## src/rtl/encoder_frontend.sv

```systemverilog
// rtl/encoder_frontend.sv - quadrature encoder conditioning and x4 decoder
// Optional glitch filter enabled by macro QENC_GLITCH_FILTER_EN.
module encoder_frontend #(
   parameter int FILTER_LEN = 4
) (
   input  logic clk,
   input  logic reset,
   input  logic encoder_a,
   input  logic encoder_b,
   input  logic err_clr,
   output logic a_filt,
   output logic b_filt,
   output logic step,
   output logic dir,
   output logic err,
   output logic err_flag
);

`ifdef QENC_GLITCH_FILTER_EN
   localparam int SETTLE = FILTER_LEN + 3;
`else
   // FILTER_LEN has no effect without the filter
   localparam int SETTLE = 3 + 0 * FILTER_LEN;
`endif
   localparam logic [8:0] SETTLE_CNT = 9'(SETTLE);

   typedef enum logic {INIT, RUN} state_t;

   logic [1:0] meta;
   logic [1:0] s;
   logic [1:0] filt;
   logic [1:0] prev;
   logic [8:0] settle_cnt;
   state_t     state_q;
   state_t     state_d;
   logic       step_d;
   logic       err_d;
   logic       dir_d;

   always_ff @(posedge clk or posedge reset) begin
      if (reset) begin
         meta <= 2'b00;
         s    <= 2'b00;
      end else begin
         meta <= {encoder_a, encoder_b};
         s    <= meta;
      end
   end

`ifdef QENC_GLITCH_FILTER_EN
   localparam logic [7:0] CNT_LAST = 8'(FILTER_LEN - 1);
   logic [7:0] cnt [2];

   // a new level is accepted on the FILTER_LEN-th consecutive differing sample
   always_ff @(posedge clk or posedge reset) begin
      if (reset) begin
         filt <= 2'b00;
         for (int i = 0; i < 2; i++) cnt[i] <= 8'd0;
      end else begin
         for (int i = 0; i < 2; i++) begin
            if (s[i] == filt[i]) begin
               cnt[i] <= 8'd0;
            end else if (cnt[i] == CNT_LAST) begin
               filt[i] <= s[i];
               cnt[i]  <= 8'd0;
            end else begin
               cnt[i] <= cnt[i] + 8'd1;
            end
         end
      end
   end
`else
   always_ff @(posedge clk or posedge reset) begin
      if (reset) filt <= 2'b00;
      else       filt <= s;
   end
`endif

   assign a_filt = filt[1];
   assign b_filt = filt[0];

   always_comb begin
      state_d = state_q;
      step_d  = 1'b0;
      err_d   = 1'b0;
      dir_d   = dir;
      case (state_q)
         INIT: if (settle_cnt == SETTLE_CNT) state_d = RUN;
         RUN: begin
            case (prev ^ filt)
               2'b00: ;
               2'b11: err_d = 1'b1;
               default: begin
                  step_d = 1'b1;
                  // forward when new A differs from old B (Gray sequence 00,10,11,01)
                  dir_d  = filt[1] ^ prev[0];
               end
            endcase
         end
         default: state_d = INIT;
      endcase
   end

   always_ff @(posedge clk or posedge reset) begin
      if (reset) begin
         state_q    <= INIT;
         settle_cnt <= 9'd0;
         prev       <= 2'b00;
         step       <= 1'b0;
         err        <= 1'b0;
         dir        <= 1'b1;
         err_flag   <= 1'b0;
      end else begin
         state_q <= state_d;
         if (state_q == INIT) settle_cnt <= settle_cnt + 9'd1;
         prev <= filt;
         step <= step_d;
         err  <= err_d;
         dir  <= dir_d;
         // set wins over a clear arriving with or during the err pulse
         err_flag <= err_d | err | (err_flag & ~err_clr);
      end
   end

endmodule

```

## config.mk

```make
export PLATFORM = sky130hd
export DESIGN_NAME = encoder_frontend
export DESIGN_NICKNAME = d
export VERILOG_FILES = /design/src/rtl/encoder_frontend.sv
export SDC_FILE = /design/constraint.sdc
export NUM_CORES = 1
export LEC_CHECK = 0
export CAP_MARGIN = 0
export CORE_MARGIN = 1
export CORE_UTILIZATION = 55
export CTS_CLUSTER_SIZE = 24
export DETAILED_ROUTE_END_ITERATION = 10
export PLACE_DENSITY = 0.76
export SLEW_MARGIN = 20
export SYNTH_ARGS = -nofsm -noshare
export SYNTH_HDL_FRONTEND = slang
export SYNTH_SLANG_ARGS = --single-unit
export TNS_END_PERCENT = 20
```

## constraint.sdc

```tcl
create_clock -name clk -period 2.3 [get_ports clk]
set_input_delay 0.345 -clock clk [delete_from_list [all_inputs] [get_ports clk]]
set_output_delay 0.345 -clock clk [all_outputs]
set_load 0.05 [all_outputs]
```

Figure 1. Routed clock nets over the placement (run 1).
Drawn at 6 px/um.
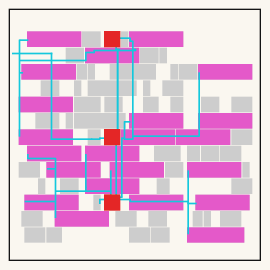
cyan -> clock wires  # length 228 um
magenta -> flip-flops  # count 22
red -> clock drivers  # count 3
routed clock nets = 4
clock network fraction of total power: 24.3%
clock network power: 0.174 mW

Figure 2. PDN straps and rails (run 1).
Drawn at 10 px/um. Pins as bars on the die edge.
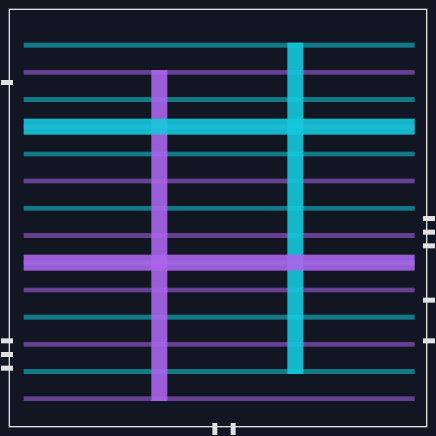
cyan -> VDD
purple -> VSS
signal pins = 11
met1 rails = 14
met4 straps = 2
rows = 13
met5 straps = 2
core outline area: 1380 um2
die span in x: 41.6 um
vertical die size: 41.6 um

==> summary.txt, run 1 <==
Flow results.

- The measured slew at the worst slew-check pin is between 0.4 and 0.5 ns.
- VDD sags by at most 0.000490 V.
- Detailed placement reports a standard cell area of 977 um2.
- In this run the core area contains 13 standard-cell rows.
- The source-to-sink clock delay at the later pin of the worst-skew pair is 0.31 ns.
- Per the Yosys statistics, synthesis produced approximately 60 cells.
- The area enclosed by the die boundary is 1730 um2.
- The number of clock sinks seen by CTS is 22.
- Per report_power, the Sequential row totals 0.421 mW.
- The global routing report lists met2 layer usage as 24.7%.
- OpenSTA lists the critical path startpoint as dir.
- Checking max transition, the worst relative margin is 67.3%.
- TritonCTS created 3 clock buffers.
- The routed design uses around 28 um of met3 wire.
- The register clock-pin slew on the reported worst setup and hold paths is 0.12 ns.
- Global routing consumed, on the met3 layer, 2.61% of the routing resources.
- Max fanout on the critical path was recorded as 2.
- The largest power group is registers.
- The combinational fraction of design power is 16.9%.
- The most common logic cells in the final layout are 21 x dfrtp_1, 10 x clkdlybuf4s50_1, 7 x xor2_1.
- Setup repair after global routing left no endpoint under its margin.
- For flop-to-flop paths, the worst setup slack is 1.02 ns.
- Counting the fill cells in the layout gives roughly 90.
- The finished design was reported to have a net count of 82.
- Between clock sinks in the finished design, the worst skew comes to 0.0167 ns.
- The total leakage power is 0.513 nW.
- The top cell type by area accounts for 61.0% of the synthesized area.
- In the placement report, post-DP HPWL is listed as 767 um.
- Summed over all failing endpoints, the final setup total negative slack is 0 ns.
- The run finished with clean final reports.
- For this design the top-level I/O count stands at 11.
- The final standard cell utilization of the core is between 70% and 80%.
- The power attributed to combinational cells is ~0.12 mW.
- The uppermost metal layer occupied by signal nets is met4.
- The first-pass detailed-route iteration total is 2.
- The post-cts resize count is 0.
- OpenSTA, run right after detailed placement, puts the worst setup slack at 0.657 ns.
- After clock tree synthesis, the flow added hold-fix buffers numbering 0.
- The area growth from synthesis to layout is 16.4%.
- The post-route report lists met1 wire length as 505 um.
- Synthesis produced a netlist whose cell count is 60.
- The largest area contributor in the synthesized netlist is dfrtp_1.
- The vias per cell is 5.21.
- The depth of the CTS H-tree is 1.
- The largest single stage delay on the critical path is 0.79 ns.
- For this run, the top clock speed supported by timing is approximately 500 MHz.
Figure 3. Routed metal, one colour a layer (run 1).
Drawn at 12 px/um.
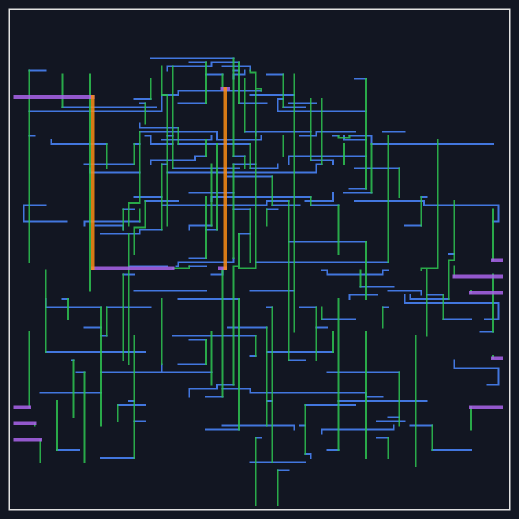
purple -> metal 3  # wire length 28.8 um
green -> metal 2  # wire length 509 um
blue -> metal 1  # wire length 506 um
orange -> metal 4  # wire length 29.2 um
total global routing track utilization: 15.5%
total via count in the routed design: 464

run 1: area by class of cell:
cell class	instances	share of cell area [%]
inverter	2	0.748
timing repair buffer	11	10.7
multi-input combinational	35	29.1
tap	15	1.87
sequential	22	55.0
clock buffer	4	2.62
run 1: flip-flops by register name, indices dropped and copies added, names as in the netlist:
register and cells:
err_flag 1, err 1, filt 2, meta 2, state_q 1, step 1
settle_cnt 9, s 2, dir 1, prev 2
run 1: cells by family (layout without fill, tap and decap cells):
logic type / count (synthesis) / in the layout / synth area share [%]
adders and majority gates: 2 / 2 / 2.90
DFF: 22 / 22 / 64.0
AOI/OAI and AO/OA: 3 / 3 / 2.47
muxes: 1 / 1 / 1.31
xor gates and xnor gates: 11 / 11 / 11.2
buffers and inverters: 3 / 17 / 2.18
and+or+nand+nor: 18 / 18 / 16.0
Figure 4. Gate-type map (run 1).
Drawn at 6 px/um.
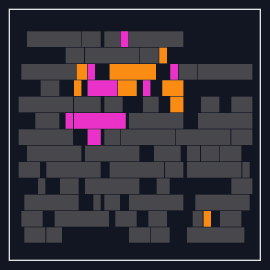

## Run 2: what changed since run 1
--- a/config.mk
+++ b/config.mk
@@ -6,11 +6,11 @@
 export NUM_CORES = 1
 export LEC_CHECK = 0
 export CAP_MARGIN = 0
-export CORE_MARGIN = 1
-export CORE_UTILIZATION = 55
+export CORE_UTILIZATION = 51
 export CTS_CLUSTER_SIZE = 24
 export DETAILED_ROUTE_END_ITERATION = 10
-export PLACE_DENSITY = 0.76
+export GPL_TIMING_DRIVEN = 0
+export PLACE_DENSITY = 0.71
 export SLEW_MARGIN = 20
 export SYNTH_ARGS = -nofsm -noshare
 export SYNTH_HDL_FRONTEND = slang
==> constraint.sdc (replaced) <==
create_clock -name clk -period 1.9 [get_ports clk]
set_input_delay 0.285 -clock clk [delete_from_list [all_inputs] [get_ports clk]]
set_output_delay 0.285 -clock clk [all_outputs]
set_load 0.05 [all_outputs]
Figure 5. Gate-type map (run 2).
Drawn at 6 px/um.
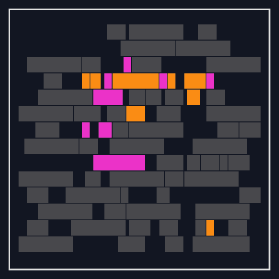
magenta -> nand cells  # cells 8, most used nand2_1
orange -> nor cells  # cells 8, most used nor2_1
leading cell type in the layout, fill and taps excluded: dfrtp_1
Final Non-Filler Cells: 90
multi-input logic portion of the cell area: 28.6%

Figure 6. Clock wiring as the flow saved it (run 2).
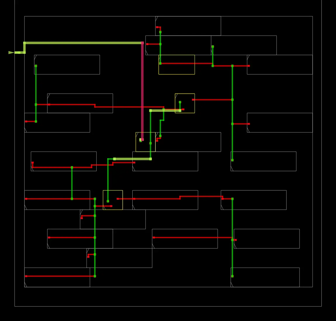
clock network power: 0.249 mW
Post-Route Skew: 0.00357 ns
number of clock buffers in the layout: 4
number of sinks driven by the clock tree: 22

==> run 2 against run 1 <==
Net effect:
- synthesized cell count stayed put
- hold slack better by 0.0026 ns
- design area is 1.6% higher
- wire length is 3.4% higher
- clock skew is 0.013 ns lower
- largest power group unchanged
==> summary.txt, run 2 <==
Flow results.

- The total leakage power is 0.530 nW (+3.3%).
- The source-to-sink clock delay at the later pin of the worst-skew pair is 0.30 ns (about the same).
- The library cells used most frequently in the layout, excluding fill and tap cells, are 21 x dfrtp_1, 8 x clkdlybuf4s50_1, 7 x xor2_1.
- The worst-case headroom to the max-slew limit is 48.6% (-19 points).
- The flip-flop count of the largest register, all copies and words added is 9 (unchanged).
- The biggest slice of the total power is consumed by registers.
- The share of synthesized cell area in full adder, half adder and majority cells is 2.90% (unchanged).
- Sorting the Yosys area breakdown by cell type puts at the top dfrtp_1.
- The final total negative setup slack came to 0 ns (unchanged).
- The number of CTS-inserted buffers is 3 (unchanged).
- The number of hold buffers added after cts is 0 (unchanged).
- The measured slew at the worst slew-check pin came to 0.771 ns (+0.282 ns).
- The HPWL after detailed placement is 792 um (+3.2%).
- The most critical setup path has its startpoint at filt[0].
- The multiplexer share of the synthesized area is 1.31% (unchanged).
- The flop-to-flop setup slack is 0.59 ns (-0.43 ns).
- The run finished with clean final reports.
- The first-pass detailed-route iteration total is 3 (+1).
- The xor/xnor share of the synthesized area was 11.2% (unchanged).
- The register with the highest flop count is settle_cnt.
- The power attributed to combinational cells is 0.140 mW (+20%).
- The number of cells in Yosys stat is 60 (unchanged).
- The depth of the CTS H-tree is 1 (unchanged).
- The area growth from synthesis to layout is 18.3%.
- The overall die height is 43.1 um (+3.7%).
- The share of total power in the clock network is 27.7% (+3.4 points).
- The vias per cell was 5.09 (-2.4%).
- The final net count came to 82 (unchanged).
- The biggest cell delay along the critical path is 0.81 ns (+0.02 ns).
- The highest clock frequency the design can meet is 560 MHz.
- The complex-gate fraction of the synthesized area was 2.47% (unchanged).
- The post-placement cell area was 982 um2 (+0.51%).
- The number of core rows is 14 (+1).
- The number of vias after detailed routing is 458 (-1.3%).
- The fraction of post-synthesis cell area in the top cell type by area is 61.0% (unchanged).
- The combined global-route utilization of all metal layers was 15.3% (-0.24 points).
- The worst vdd rail ir drop was 0.000571 V (+16%).
- The final standard cell utilization of the core is 66.2% (-6.4 points).
- The simple logic cell fraction of the synthesized area is 16.0% (unchanged).
- The power of the sequential group came to 0.508 mW (+21%).
- The area enclosed by the die boundary came to 1860 um2 (+7.5%).
- The final hold slack is 0.361 ns.
- The combinational fraction of design power is 15.6% (-1.3 points).
- The post-place setup slack is 0.317 ns (-0.341 ns).
- Setup repair after global routing left no endpoint under its margin.
- The core area is 1540 um2 (+11%).
- The main logic family after synthesis is simple AND/OR/NAND/NOR gates.
-- run 2: cell counts after synthesis --
Identical to the previous run, type by type.
-- run 2: timing repair --
action	CTS	global route
gates resized	1	1
endpoints found under the setup margin	1	1
hold endpoints to repair	0	0
cloned	0	0
-- run 2: area by class of cell --
class / count / area, um2
well taps: 16 / 20.0
multi-input cells: 35 / 292
inverters: 2 / 7.51
fillers: 117 / 522
flip-flops and latches: 22 / 552
plain buffers: 1 / 11.3
clock buffers: 4 / 36.3
repair buffers: 10 / 101
-- run 2: per-layer routing --
metal | wire [um] | track usage, % | up-vias
li1 | - | - | 227
met1 | 562 | 21.5 | 217
met2 | 482 | 21.2 | 12
met3 | 50 | 5.11 | 2
met4 | 13 | 7.27 | 0
met5 | 0 | 0 | -
Power is estimated from default activity; no workload was simulated.
